===== src/rtl/gray_counter.sv =====
// Up/down 4-bit Gray-code counter with a valid/ready output handshake,
// a synchronous Gray-coded load and a registered wrap pulse.
module gray_counter (
  input  logic       clk,
  input  logic       rst,
  input  logic       en,
  input  logic       up,
  input  logic       ld,
  input  logic [3:0] ld_val,
  input  logic       o_ready,
  output logic [3:0] g,
  output logic       o_valid,
  output logic       wrap
);

  typedef enum logic [0:0] {StIdle, StActive} state_e;

  state_e     state_q, state_d;
  logic [3:0] b_q, b_d;
  logic [3:0] g_q, g_d;
  logic       wrap_q, wrap_d;
  logic       fire;

  function automatic logic [3:0] gray2bin(input logic [3:0] gv);
    logic [3:0] bv;
    bv[3] = gv[3];
    for (int k = 2; k >= 0; k--) begin
      bv[k] = bv[k+1] ^ gv[k];
    end
    return bv;
  endfunction

  assign fire = (state_q == StActive) && o_ready;

  always_comb begin
    state_d = state_q;
    b_d     = b_q;
    wrap_d  = 1'b0;
    if (ld) begin
      // Load wins over enable and fire; any stalled word is dropped.
      b_d     = gray2bin(ld_val);
      state_d = StActive;
    end else begin
      unique case (state_q)
        StIdle: begin
          if (en) state_d = StActive;
        end
        StActive: begin
          if (fire) begin
            if (en) begin
              b_d    = up ? b_q + 4'd1 : b_q - 4'd1;
              wrap_d = up ? (b_q == 4'd15) : (b_q == 4'd0);
            end else begin
              state_d = StIdle;
            end
          end
        end
        default: state_d = StIdle;
      endcase
    end
    g_d = b_d ^ (b_d >> 1);
  end

  always_ff @(posedge clk or posedge rst) begin
    if (rst) begin
      state_q <= StIdle;
      b_q     <= 4'd0;
      g_q     <= 4'd0;
      wrap_q  <= 1'b0;
    end else begin
      state_q <= state_d;
      b_q     <= b_d;
      g_q     <= g_d;
      wrap_q  <= wrap_d;
    end
  end

  assign g       = g_q;
  assign o_valid = (state_q == StActive);
  assign wrap    = wrap_q;

endmodule


===== config.mk =====
export PLATFORM = sky130hd
export DESIGN_NAME = gray_counter
export DESIGN_NICKNAME = d
export VERILOG_FILES = /design/src/rtl/gray_counter.sv
export SDC_FILE = /design/constraint.sdc
export NUM_CORES = 1
export LEC_CHECK = 0
export ABC_CLOCK_PERIOD_IN_PS = 2700
export CAP_MARGIN = 30
export CORE_AREA = 3 3 42 44
export CTS_CLUSTER_SIZE = 24
export DETAILED_ROUTE_END_ITERATION = 12
export DIE_AREA = 0 0 45 47
export PLACE_DENSITY = 0.65
export SLEW_MARGIN = 0
export SYNTH_ARGS = -nofsm -noshare
export SYNTH_HDL_FRONTEND = slang
export SYNTH_SLANG_ARGS = --single-unit
export TNS_END_PERCENT = 20

===== constraint.sdc =====
create_clock -name clk -period 2.7 [get_ports clk]
set_input_delay 0.54 -clock clk [delete_from_list [all_inputs] [get_ports clk]]
set_output_delay 0.54 -clock clk [all_outputs]
set_load 0.03 [all_outputs]

==> job_summary.md <==
### Metrics collected by this job

| Metric | Value |
|---|---|
| Complex Gates by Area | around 12% |
| Pint | slightly above 0.0003 W |
| Layout clock area frac | roughly 3.6% |
| Number of clock sinks | 9 |
| Skew-Pair Late Insertion Delay | about 0.26 ns |
| Simple share | 18.82% |
| Worst path most repeated cell | xor2_1 |
| Fraction of registers with async set/reset | 100.0% |
| Final Core Density | between 50 and 60% |
| Rows | 14 |
| Peak VDD IR | between 0.3 and 0.4 mV |
| Cell area power density | roughly 660 nW/um^2 |
| Hold WS | approximately 0.54 ns |
| R2r startpoint | b_q[0] |
| Initial antenna violation count | 0 |
| H-tree depth | 1 |
| I/O Pins | 16 |
| Top cells by count, synth | dfrtp_1, inv_1, xor2_1 |
| Top-count cell post-synth | dfrtp_1 |
| Outcome | completed |
| Sw Share | 36.62% |
| DR pass1 iterations | 4 |
| Net load switching power | ~0.00018 W |
| Final Critical Period | around 2.1 ns |
| Stage-log warning count | 26 |
| Comb power frac | 41.7% |
| Max_slew headroom | between 70% and 80% |
| Top cells by area | dfrtp_1, xor2_1, ha_1, inv_1, a21oi_1 |
| Largest class | combinational gates |
| Combinational Gates | 41 |
| RSZ-0062 raised after global routing | no |
| Total gr overflow | 0 |
| Global-route wire length before repair | between 1500 and 2000 um |
| Yosys top cell by area | dfrtp_1 |
| # resized after CTS | 0 |
| Seq. cell area | approximately 230 um^2 |
| WL per Instance | around 12 um |
| Vias | around 460 |
| CLK BUF | 4 |
-- routing by layer --
metal	vias to the layer above	track usage [%]	wire length, um
li1	235	-	-
met1	212	13.79	449
met2	16	20.34	568
met3	0	6.130	87
met4	0	5.263	0
met5	-	0	0
-- placed cells by master, fill, tap and decap left out, types with 2 or more instances in the layout --
cell type / netlist / final
xor2_1: 6 / 6
nor3_1: 3 / 3
clkbuf_4: 0 / 3
inv_1: 6 / 6
nor2_1: 5 / 5
xnor2_1: 2 / 2
ha_1: 2 / 2
nand3_2: 2 / 2
o21ai_0: 2 / 2
clkdlybuf4s50_1: 0 / 15
dfrtp_1: 9 / 9
nand2_1: 3 / 3
a21oi_1: 4 / 4
-- power by group through the flow --
stage	Clock, W	Sequential (W)	Combinational [W]
6_report	0.000104	0.000180	0.000203
5_1_grt	0.000115	0.000184	0.000220
4_1_cts	0.000109	0.000180	0.000205
3_5_place_dp	0	0.000183	0.000204
3_3_place_gp	0	0.000182	0.000200
2_1_floorplan	0	0.000216	0.0000980
-- worst max-delay path by stage --
stage               startpoint  endpoint  slack [ns]  depth (start not counted)
finish                      up      g[1]        0.56                          8
global route                up      g[1]        0.40                          8
CTS                         up      g[1]        0.57                          8
detailed placement          up      g[1]        0.28                          8
global placement            up      g[1]        0.35                          8
floorplan                   up      g[1]        1.01                          6
-- through the flow --
step                std cells  instance area [um^2]  total power, W  setup slack (ns)
floorplan                  58                 551.8       0.0003139             1.009
global placement           88                 710.7       0.0003822            0.3524
detailed placement         88                 710.7       0.0003866            0.2831
CTS                        92                 737.0       0.0004944            0.5690
global route               92                 737.0       0.0005190            0.4008
finish                     92                 737.0       0.0004867            0.5630
-- state kept, by name, indices dropped and copies added (netlist names) --
signal,cells
b_q,4
o_valid,1
g,3
wrap,1
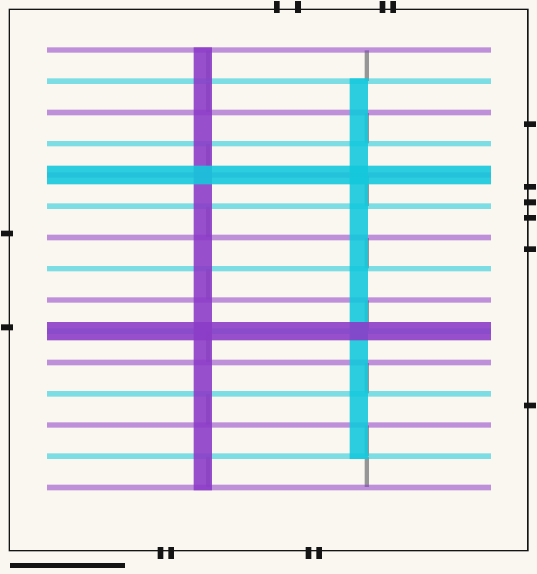
power_grid.png
The bar under the picture is 10 um long. Pins as bars on the die edge. Tap cells in grey.
VDD -> cyan
VSS -> purple
tap cells = 16
met4 straps = 2
met1 rails = 15
rows = 14

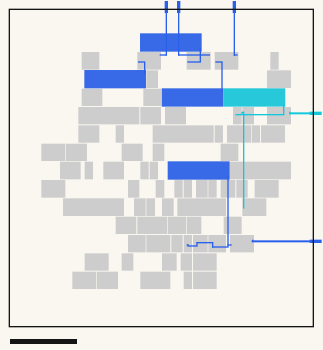
io_fan.png
The bar under the picture is 10 um long.
g -> blue  # bits 4, direction output, end cells 4, buffers 4, wire 63.8 um
o_valid -> cyan  # bits 1, direction output, end cells 1, buffers 1, wire 26.8 um

Power is estimated from default activity; no workload was simulated.
